File: src/rtl/spi_master_byte.sv
// SPI mode-0 (CPOL=0, CPHA=0) byte master.
// One byte out on MOSI and one byte in from MISO per transaction, MSB first,
// framed by its own active-low chip select. All outputs are registered.
module spi_master_byte #(
  parameter int CLK_DIV  = 4,  // clk cycles per SCK half-period, >= 2
  parameter int CS_SETUP = 2,  // CS low cycles before the first SCK low phase, >= 1
  parameter int CS_HOLD  = 2   // CS low cycles after the last SCK fall, >= 1
) (
  input  logic       clk,
  input  logic       rst,
  input  logic [7:0] tx_data,
  input  logic       tx_valid,
  output logic       tx_ready,
  output logic [7:0] rx_data,
  output logic       rx_valid,
  output logic       busy,
  output logic       SPI_SCK,
  output logic       SPI_MOSI,
  input  logic       SPI_MISO,
  output logic       SPI_CS
);

  localparam int HW   = $clog2(CLK_DIV);
  localparam int GMAX = (CS_SETUP > CS_HOLD) ? CS_SETUP : CS_HOLD;
  localparam int GW   = (GMAX > 1) ? $clog2(GMAX) : 1;

  localparam logic [HW-1:0] HALF_LAST  = HW'(CLK_DIV - 1);
  localparam logic [GW-1:0] SETUP_LAST = GW'(CS_SETUP - 1);
  localparam logic [GW-1:0] HOLD_LAST  = GW'(CS_HOLD - 1);

  typedef enum logic [1:0] {IDLE, SETUP, XFER, HOLD} state_t;

  state_t        state_q, state_d;
  logic [HW-1:0] hcnt_q, hcnt_d;      // half-period counter, reloads each SCK edge
  logic [GW-1:0] gcnt_q, gcnt_d;      // CS setup/hold guard counter
  logic [2:0]    bit_q, bit_d;        // bit index within the frame
  logic [7:0]    tx_sr_q, tx_sr_d;
  logic [7:0]    rx_sr_q, rx_sr_d;
  logic [7:0]    rx_data_q, rx_data_d;
  logic          sck_q, sck_d;
  logic          cs_q, cs_d;
  logic          mosi_q, mosi_d;
  logic          rx_valid_q, rx_valid_d;
  logic          busy_q, busy_d;
  logic          tx_ready_q, tx_ready_d;

  // State and output registers; async reset aborts any frame in progress.
  always_ff @(posedge clk or posedge rst) begin
    if (rst) begin
      state_q    <= IDLE;
      hcnt_q     <= '0;
      gcnt_q     <= '0;
      bit_q      <= '0;
      tx_sr_q    <= '0;
      rx_sr_q    <= '0;
      rx_data_q  <= '0;
      sck_q      <= 1'b0;
      cs_q       <= 1'b1;
      mosi_q     <= 1'b0;
      rx_valid_q <= 1'b0;
      busy_q     <= 1'b0;
      tx_ready_q <= 1'b1;
    end else begin
      state_q    <= state_d;
      hcnt_q     <= hcnt_d;
      gcnt_q     <= gcnt_d;
      bit_q      <= bit_d;
      tx_sr_q    <= tx_sr_d;
      rx_sr_q    <= rx_sr_d;
      rx_data_q  <= rx_data_d;
      sck_q      <= sck_d;
      cs_q       <= cs_d;
      mosi_q     <= mosi_d;
      rx_valid_q <= rx_valid_d;
      busy_q     <= busy_d;
      tx_ready_q <= tx_ready_d;
    end
  end

  // Next-state and next-output logic for the IDLE/SETUP/XFER/HOLD sequencer.
  always_comb begin
    state_d    = state_q;
    hcnt_d     = hcnt_q;
    gcnt_d     = gcnt_q;
    bit_d      = bit_q;
    tx_sr_d    = tx_sr_q;
    rx_sr_d    = rx_sr_q;
    rx_data_d  = rx_data_q;
    sck_d      = sck_q;
    cs_d       = cs_q;
    mosi_d     = mosi_q;
    rx_valid_d = 1'b0;
    busy_d     = busy_q;
    tx_ready_d = tx_ready_q;

    case (state_q)
      IDLE: begin
        if (tx_valid) begin
          // MSB goes out with CS so it is settled well before the first rise.
          tx_sr_d    = tx_data;
          mosi_d     = tx_data[7];
          cs_d       = 1'b0;
          busy_d     = 1'b1;
          tx_ready_d = 1'b0;
          gcnt_d     = '0;
          hcnt_d     = '0;
          bit_d      = '0;
          state_d    = SETUP;
        end
      end
      SETUP: begin
        if (gcnt_q == SETUP_LAST) begin
          gcnt_d  = '0;
          hcnt_d  = '0;
          state_d = XFER;
        end else begin
          gcnt_d = gcnt_q + 1'b1;
        end
      end
      XFER: begin
        if (hcnt_q == HALF_LAST) begin
          hcnt_d = '0;
          if (!sck_q) begin
            // Edge driving SCK high: capture MISO at the same instant.
            sck_d   = 1'b1;
            rx_sr_d = {rx_sr_q[6:0], SPI_MISO};
          end else begin
            sck_d = 1'b0;
            if (bit_q == 3'd7) begin
              // MOSI keeps bit 0 through the hold window.
              bit_d   = '0;
              gcnt_d  = '0;
              state_d = HOLD;
            end else begin
              bit_d   = bit_q + 3'd1;
              tx_sr_d = {tx_sr_q[6:0], 1'b0};
              mosi_d  = tx_sr_q[6];
            end
          end
        end else begin
          hcnt_d = hcnt_q + 1'b1;
        end
      end
      HOLD: begin
        if (gcnt_q == HOLD_LAST) begin
          gcnt_d     = '0;
          cs_d       = 1'b1;
          mosi_d     = 1'b0;
          rx_data_d  = rx_sr_q;
          rx_valid_d = 1'b1;
          busy_d     = 1'b0;
          tx_ready_d = 1'b1;
          state_d    = IDLE;
        end else begin
          gcnt_d = gcnt_q + 1'b1;
        end
      end
      default: state_d = IDLE;
    endcase
  end

  assign tx_ready = tx_ready_q;
  assign rx_data  = rx_data_q;
  assign rx_valid = rx_valid_q;
  assign busy     = busy_q;
  assign SPI_SCK  = sck_q;
  assign SPI_MOSI = mosi_q;
  assign SPI_CS   = cs_q;

endmodule
File: config.mk
export PLATFORM = sky130hd
export DESIGN_NAME = spi_master_byte
export DESIGN_NICKNAME = d
export VERILOG_FILES = /design/src/rtl/spi_master_byte.sv
export SDC_FILE = /design/constraint.sdc
export NUM_CORES = 1
export LEC_CHECK = 0
export ABC_AREA = 1
export CAP_MARGIN = 0
export CORE_AREA = 10 10 59 109
export CTS_CLUSTER_SIZE = 16
export DETAILED_ROUTE_END_ITERATION = 10
export DIE_AREA = 0 0 69 119
export SKIP_CTS_REPAIR_TIMING = 1
export SYNTH_ARGS = -nofsm -noshare
export SYNTH_HDL_FRONTEND = slang
export SYNTH_SLANG_ARGS = --single-unit
File: constraint.sdc
create_clock -name clk -period 1.8 [get_ports clk]
set_input_delay 0.27 -clock clk [delete_from_list [all_inputs] [get_ports clk]]
set_output_delay 0.27 -clock clk [all_outputs]
set_load 0.05 [all_outputs]
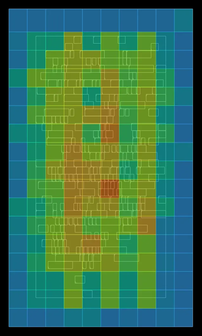
run_1/congestion.png
met3 GRT Util: 2.33%
GR peak layer: met2
met1 Track Usage GR: 10.3%
routed length per instance: 11.0 µm

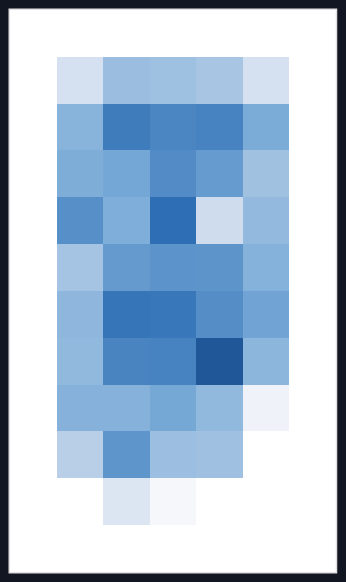
run_1/cell_density.png
7 x 12 tiles, from white (low) to dark blue (high), 0 to 100% covered.
The fullest tile reaches 85%. The densest ninth of the die: centre. The emptiest ninth of the die: south-east. 2.4% of the tiles are over 75% full.

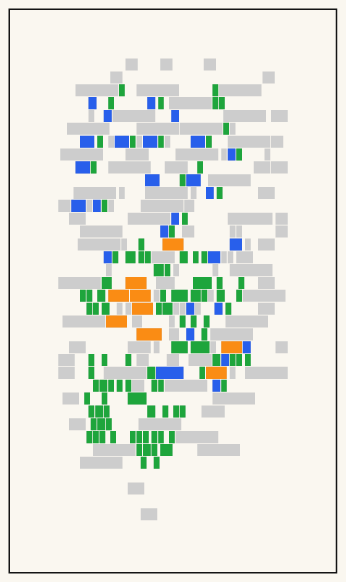
run_1/logic_types.png
Key: orange = adder and majority cells [cells 9, most used ha_1]; blue = inverting AOI/OAI gates [cells 27, most used o21ai_0]; green = NAND gates [cells 101, most used nand2_1]

==> results.sh, run 1 <==
# physical design summary
export IMPL_worstSetupPathType="flip-flop to primary output"
export IMPL_syn_area_um2=1830
export IMPL_ys_seq_share_pct=49.4
export IMPL_ant_nets=0
export IMPL_tapCellCount=57
export IMPL_ctsLongestPathBuffers=2
export IMPL_ios=26
export IMPL_finalCriticalPeriod_ns=1.71
export IMPL_antenna_cells=0
export IMPL_setup_worst_path_start="rx_data[5]$_DFFE_PP0P_"
export IMPL_ys_warnings_count=0
export IMPL_drc=0
export IMPL_worstRegToRegCells=7
export IMPL_mostFrequentLayoutCell="nand2_1"
export IMPL_crit_buf_inv=1
export IMPL_status="completed"
export IMPL_p_int_mw=1.90
export IMPL_use_met2_pct=12.6
export IMPL_power_switching_mw=1.47
export IMPL_drtPass1Iterations=4
export IMPL_seqPwrFrac_pct=34.5
export IMPL_hold_viol_final=0
export IMPL_power_mw=3.36
export IMPL_p_per_area_nw_per_um2=1520
export IMPL_hold_path_class="input port to asynchronous set/reset pin"
export IMPL_signal_buffers=29
export IMPL_rsz0062_at_grt="no"
export IMPL_endpoint="rx_data[5]"
export IMPL_critPathTopFamily="buffers and inverters"
export IMPL_viasPerCell=4.62
export IMPL_finalSetupViolCount=0
export IMPL_max_cap_violations=0
export IMPL_dp_hpwl_um=2510
export IMPL_track_usage_pct=8.21
export IMPL_clkSlewWorstSetupHoldPaths_ns=0.07
export IMPL_start_kind="flip-flop"
export IMPL_instances_no_fill=301
export IMPL_end_kind="primary output"
export IMPL_ys_async_sr_fraction_pct=100
export IMPL_n_fill_cell=501
export IMPL_cp_max_fo=2
export IMPL_syn_area_per_cell_um2=8.61
export IMPL_arrival_ns=1.44
export IMPL_critPathSlowestCell="clkdlybuf4s50_1"
export IMPL_maxSlewHeadroom_pct=66.8
export IMPL_fin_ws_ns=0.0901
export IMPL_n_all_inverters=24
export IMPL_combGateArea_um2=791
run 1: worst register-to-register path, delay by kind of cell (launching register included):
kind	cells	cell delay (ns)
buf+inv	2	0.29
flops	1	0.39
compound gates	1	0.27
fa+ha+maj	1	0.26
simple gates	3	0.24
run 1: registers in the layout (all words and copies together), names as in the netlist:
| name | flops |
|---|---|
| SPI_SCK | 1 |
| state_q | 2 |
| bit_q | 3 |
| busy | 1 |
| tx_sr_q | 7 |
| tx_ready | 1 |
| hcnt_q | 2 |
| rx_valid | 1 |
| rx_data | 8 |
| gcnt_q | 1 |
| rx_sr_q | 8 |
| SPI_MOSI | 1 |
run 1: Yosys cell counts, types with 2 or more instances:
cell	count	share of area, %
o21ai_0	10	2.7
inv_1	23	4.7
o21ai_2	7	3.4
o21ai_1	6	1.6
nand3_1	11	3.0
nor2_1	7	1.4
dfrtp_1	35	48
ha_1	9	6.2
nand2_2	5	1.7
buf_4	2	0.82
nand3_2	2	1.1
nand2_1	79	16
buf_6	2	1.2
nand2_4	3	1.9
run 1: cell families after synthesis:
family | count (synthesis) | share of synthesized area (%)
AOI/OAI and AO/OA | 27 | 9.94
buffers and inverters | 29 | 7.40
and+or+nand+nor | 111 | 27.1
DFF | 36 | 49.4
adders and majority gates | 9 | 6.17
run 1: power groups by stage:
stage / registers (mW) / clock network, mW / logic (mW)
after CTS: 1.16 / 0.615 / 1.62
final: 1.16 / 0.594 / 1.61
after global placement: 1.17 / 0 / 1.61
after detailed placement: 1.18 / 0 / 1.62
after global routing: 1.20 / 0.645 / 1.81
after floorplan: 1.34 / 0 / 1.10
run 1: routing by layer:
metal	vias to the layer above	part of all wire, %
met1	634	48
met2	30	45
met3	5	4.4
li1	722	-
met5	-	0
met4	0	2.0
run_1/wires.png
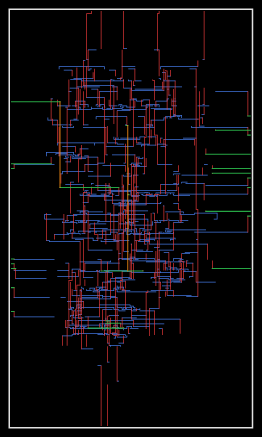

==> run 1 -> run 2 <==
==> config.mk (replaced) <==
export PLATFORM = sky130hd
export DESIGN_NAME = spi_master_byte
export DESIGN_NICKNAME = d
export VERILOG_FILES = /design/src/rtl/spi_master_byte.sv
export SDC_FILE = /design/constraint.sdc
export NUM_CORES = 1
export LEC_CHECK = 0
export CAP_MARGIN = 0
export CORE_AREA = 10 10 58 107
export CTS_BUF_LIST = sky130_fd_sc_hd__clkbuf_8
export CTS_CLUSTER_SIZE = 16
export DETAILED_ROUTE_END_ITERATION = 10
export DIE_AREA = 0 0 68 117
export SYNTH_ARGS = -nofsm -noshare
export SYNTH_HDL_FRONTEND = slang
export SYNTH_SLANG_ARGS = --single-unit
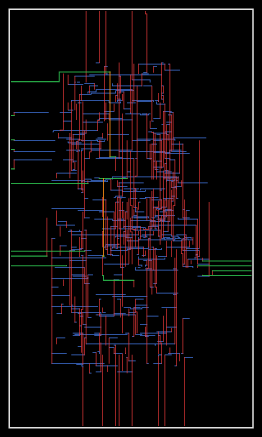
run_2/wires.png
Key: green = metal 3 [wire length 173 µm]; orange = metal 4 [wire length 45.6 µm]; red = metal 2 [wire length 2020 µm]; blue = metal 1 [wire length 1230 µm]

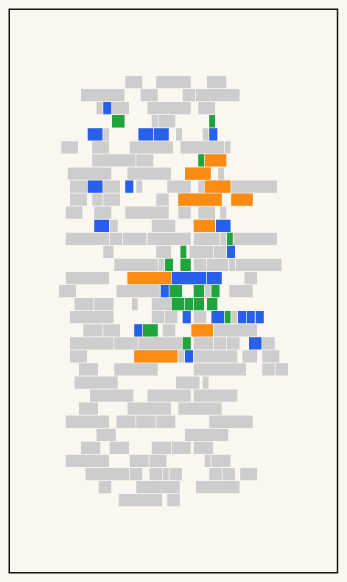
run_2/logic_types.png
Key: green = NAND gates [cells 17, most used nand2_1, where centre]; blue = inverting AOI/OAI gates [cells 21, most used o21ai_0]; orange = adder and majority cells [cells 9, most used ha_1]

==> results.sh, run 2 <==
# physical design summary
export IMPL_status="completed"
export IMPL_start_kind="flip-flop"
export IMPL_muxShareOfSynthArea_pct=17.2
export IMPL_ys_async_sr_fraction_pct=100
export IMPL_synthXorXnorAreaFrac_pct=0.505
export IMPL_adder_share_pct=6.49
export IMPL_ant_nets=0
export IMPL_maxSlewHeadroom_pct=65.9
export IMPL_rsz0062_at_grt="yes"
export IMPL_ios=26
export IMPL_antenna_found_initial=0
export IMPL_ys_sh_aoi_pct=8.80
export IMPL_p_per_area_nw_per_um2=691
export IMPL_wirelength_um=3470
export IMPL_end_kind="flip-flop"
export IMPL_ctsLongestPathBuffers=2
export IMPL_gp_congestion=0.801
export IMPL_top_cells_by_area="dfrtp_1 (50%), mux2_2 (12%), ha_1 (6.5%)"
export IMPL_max_cap_violations=0
export IMPL_top_area_cell="dfrtp_1"
export IMPL_dp_hpwl_um=2530
export IMPL_track_usage_pct=9.05
export IMPL_drc=0
export IMPL_edf_count=0
export IMPL_syn2layout_area_growth_pct=31.4
export IMPL_finalCriticalPeriod_ns=1.75
export IMPL_antenna_cells=0
export IMPL_ys_warnings_count=0
export IMPL_top_cell_area_share_pct=50.5
export IMPL_layout_drive_gt1_share_pct=38.8
export IMPL_finalSetupViolCount=0
export IMPL_clock_fmax_ghz=0.570
export IMPL_syn_area_per_cell_um2=12.1
export IMPL_hold_path_class="input port to asynchronous set/reset pin"
export IMPL_most_common_cell="dfrtp_1"
export IMPL_setup_worst_path_start="bit_q[0]$_DFFE_PP0P_"
export IMPL_ys_seq_share_pct=52.0
export IMPL_syn_area_um2=1740
export IMPL_worstSetupPathType="flip-flop to flip-flop"
export IMPL_die_width_um=68
export IMPL_viasPerCell=4.87
export IMPL_topCombFamilyByArea="multiplexers"
export IMPL_synthTopCellsByCount="dfrtp_1 (35), mux2_2 (18), nor2_1 (13)"
export IMPL_routedWlPerCell_um=14.6
export IMPL_clkSlewWorstSetupHoldPaths_ns=0.07
export IMPL_instances_no_fill=238
export IMPL_mostFrequentLayoutCell="dfrtp_1"
export IMPL_hold_viol_final=0
export IMPL_drtPass1Iterations=4
export IMPL_worstRegToRegCells=6
export IMPL_arrival_ns=1.92
export IMPL_endpoint="tx_sr_q[4]$_DFFE_PP0P_"
export IMPL_synthSimpleGateAreaFrac_pct=11.0
export IMPL_fin_ws_ns=0.0453
export IMPL_power_mw=1.58
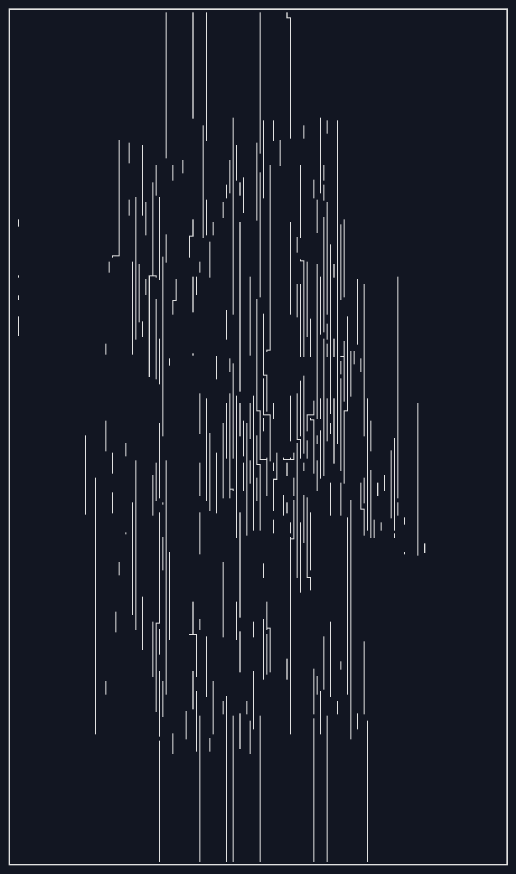
run_2/layer_met2.png
The wires run mostly vertical. The longest straight run is 44.2 µm. The layer carries 2020 µm of wire. 178 nets have wire on it.

run 2: cell count changes in the layout (fill, tap and decap cells not counted), sizes merged, moves of 7 or more:
cell   previous run  this run
buf              13        22
mux2              0        20
inv              24         9
o21ai            24         9
mux2i             0         7
nand2            87         5
a21oi             1         8
nand3            13         4
run 2: what timing repair did:
item / in CTS / in global routing
hold endpoints to repair: 0 / 0
hold buffers: 0 / 0
setup buffers: 0 / 3
pin swaps: 1 / 4
setup endpoints to repair: 7 / 20
cloned: 0 / 1
gates resized: 1 / 15
run 2: cell families after synthesis:
| logic type | Yosys count |
|---|---|
| flip-flops | 36 |
| AND/OR/NAND/NOR | 34 |
| multiplexers | 27 |
| AND-OR/OR-AND | 22 |
| buffers and inverters | 14 |
| adder cells (fa/ha/maj) | 9 |
| XOR/XNOR | 1 |
run 2: where the power goes:
| group | switching [mW] | leakage (nW) | internal [mW] |
|---|---|---|---|
| sequential | 0.00645 | 0.463 | 0.819 |
| combinational | 0.0275 | 0.598 | 0.0316 |
| clock | 0.282 | 0.0541 | 0.410 |
run 2: final cells by class:
class,count,area [µm²]
well taps,55,68.8
multi-input cells,93,820
fillers,427,2270
clock inverters,3,42.5
clock buffers,5,68.8
flip-flops and latches,36,903
inverters,9,33.8
repair buffers,37,343
run 2: layer usage:
metal / global-route usage, % / part of all wire, %
met1: 8.61 / 35
met2: 16.3 / 58
met3: 3.43 / 5.0
met4: 4.05 / 1.3
met5: 0 / 0
run 2: worst max-delay path: stages, from the launching register on:
cell and delay [ns]:
dfrtp_1 0.42, ha_4 0.18, ha_4 0.16, nand3b_1 0.19, a211oi_4 0.40, clkbuf_16 0.23
a21oi_1 0.06
run_2/congestion.png
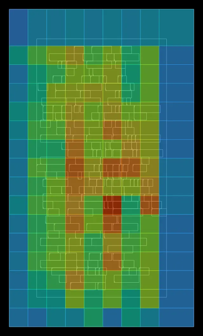

==> run 2 -> run 3 <==
==> constraint.sdc (replaced) <==
create_clock -name clk -period 1.7 [get_ports clk]
set_input_delay 0.255 -clock clk [delete_from_list [all_inputs] [get_ports clk]]
set_output_delay 0.255 -clock clk [all_outputs]
set_load 0.05 [all_outputs]
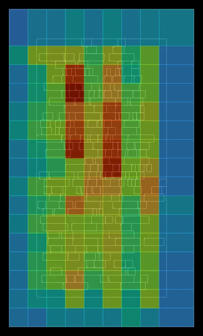
run_3/congestion.png
met1 Track Usage GR: 10.5%
met2 global-route usage: 17.1%
met3 GRT Util: 2.29%
Final Util: 52.3%
routed length per instance: 14.2 µm

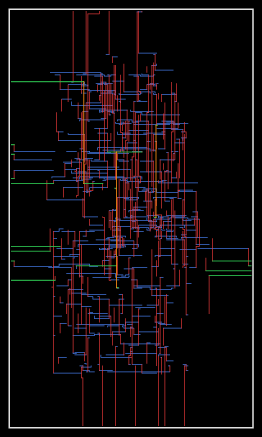
run_3/wires.png
Key: green = metal 3 [wire length 134 µm]; blue = metal 1 [wire length 1350 µm]; red = metal 2 [wire length 1970 µm]; orange = metal 4 [wire length 92.5 µm]

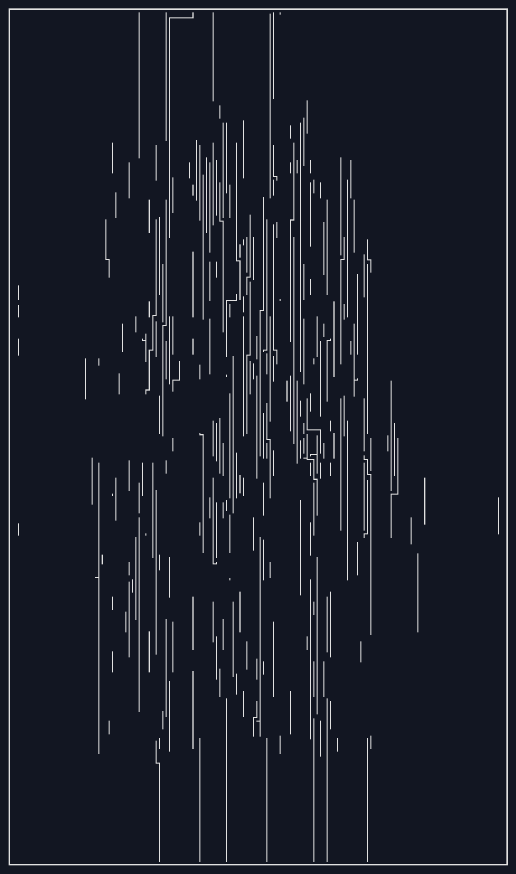
run_3/layer_met2.png
via count: 1209
Detailed Route WL: 3540 µm

==> results.sh, run 3 <==
# physical design summary
export IMPL_cp_max_fo=7
export IMPL_n_fill_cell=431
export IMPL_drtPass1Iterations=4
export IMPL_p_clk_mw=0.748
export IMPL_ctsLongestPathBuffers=2
export IMPL_finalCriticalPeriod_ns=1.69
export IMPL_layout_drive_gt1_share_pct=42.8
export IMPL_mostFrequentLayoutCell="dfrtp_1"
export IMPL_die_width_um=68
export IMPL_seqPwrFrac_pct=51.8
export IMPL_max_cap_violations=0
export IMPL_end_kind="flip-flop"
export IMPL_top_cells_by_area="dfrtp_1 (50%), mux2_2 (12%), ha_1 (6.5%)"
export IMPL_p_per_area_nw_per_um2=709
export IMPL_drc=0
export IMPL_endpoint="tx_sr_q[5]$_DFFE_PP0P_"
export IMPL_swShare_pct=20.8
export IMPL_track_usage_pct=9.84
export IMPL_syn2layout_area_growth_pct=37.1
export IMPL_synthTopCellsByCount="dfrtp_1 (35), mux2_2 (18), nor2_1 (13)"
export IMPL_ant_nets=0
export IMPL_ys_async_sr_fraction_pct=100
export IMPL_dp_hpwl_um=2670
export IMPL_pwr_share_comb_pct=3.9
export IMPL_chip_area_um2=7960
export IMPL_initial_core_util_pct=38.1
export IMPL_viasPerCell=4.86
export IMPL_ios=26
export IMPL_clock_fmax_ghz=0.593
export IMPL_ys_seq_share_pct=52.0
export IMPL_power_group_top="registers"
export IMPL_p_int_mw=1.34
export IMPL_gp_congestion=0.808
export IMPL_syn_area_um2=1740
export IMPL_power_switching_mw=0.351
export IMPL_ys_warnings_count=0
export IMPL_power_frac_clock_pct=44.3
export IMPL_status="completed"
export IMPL_setup_worst_path_start="bit_q[1]$_DFFE_PP0P_"
export IMPL_start_kind="flip-flop"
export IMPL_hold_viol_final=0
export IMPL_worstSetupPathType="flip-flop to flip-flop"
export IMPL_p_comb_mw=0.0650
export IMPL_top_cell_area_share_pct=50.5
export IMPL_hold_path_class="input port to asynchronous set/reset pin"
export IMPL_p_seq_mw=0.874
export IMPL_power_mw=1.69
export IMPL_arrival_ns=1.91
export IMPL_worstRegToRegCells=7
export IMPL_edf_count=0
export IMPL_syn_area_per_cell_um2=12.1
export IMPL_clkSlewWorstSetupHoldPaths_ns=0.07
export IMPL_finalSetupViolCount=0
run 3: cell counts after synthesis:
Identical to the previous run, type by type.
run 3: cell families (layout without fill, tap and decap cells):
group	count (synthesis)	in the layout	synth area share, %
AND-OR/OR-AND	22	22	8.80
XOR/XNOR	1	1	0.505
buffers and inverters	14	65	3.96
adder cells (fa/ha/maj)	9	9	6.49
flip-flops	36	36	52.0
AND/OR/NAND/NOR	34	34	11.0
multiplexers	27	27	17.2
run 3: worst max-delay path: stages, from the launching register on:
cell and delay [ns]:
dfrtp_1 0.40, ha_2 0.19, ha_4 0.17, nand3b_1 0.19
a211oi_4 0.24, bufbuf_16 0.30, nor2_1 0.05, a21oi_2 0.08
run 3: final cells by class:
class	instances	area [µm²]	area share (%)
clock buffers	5	68.8	2.89
multi-input cells	93	800	33.6
well taps	55	68.8	2.89
inverters	9	33.8	1.42
repair buffers	48	463	19.5
clock inverters	3	42.5	1.79
flip-flops and latches	36	903	38.0
run 3: metrics by stage:
step	hold slack [ns]	worst slack, ns	std cells
6_report	0.182	0.0143	249
3_5_place_dp	0.487	-0.110	234
2_1_floorplan	0.402	0.00970	143
5_1_grt	0.201	-0.0701	249
3_3_place_gp	0.477	-0.0965	234
4_1_cts	0.184	-0.0112	247
run 3: layer usage:
metal | global-route usage (%) | share of wire, %
met5 | 0 | 0
met4 | 4.99 | 2.6
met3 | 2.29 | 3.8
met2 | 17.1 | 56
met1 | 10.5 | 38
run 3: repair_timing:
action                                  CTS  global route
endpoints found under the hold margin     0             0
pin swaps                                 1             0
endpoints found under the setup margin   11            10
gates cloned                              1             0
setup buffers                             4             3
hold buffers                              0             0
gates resized                             9             1
No activity file was given, so power comes from the tool's default toggle rates.
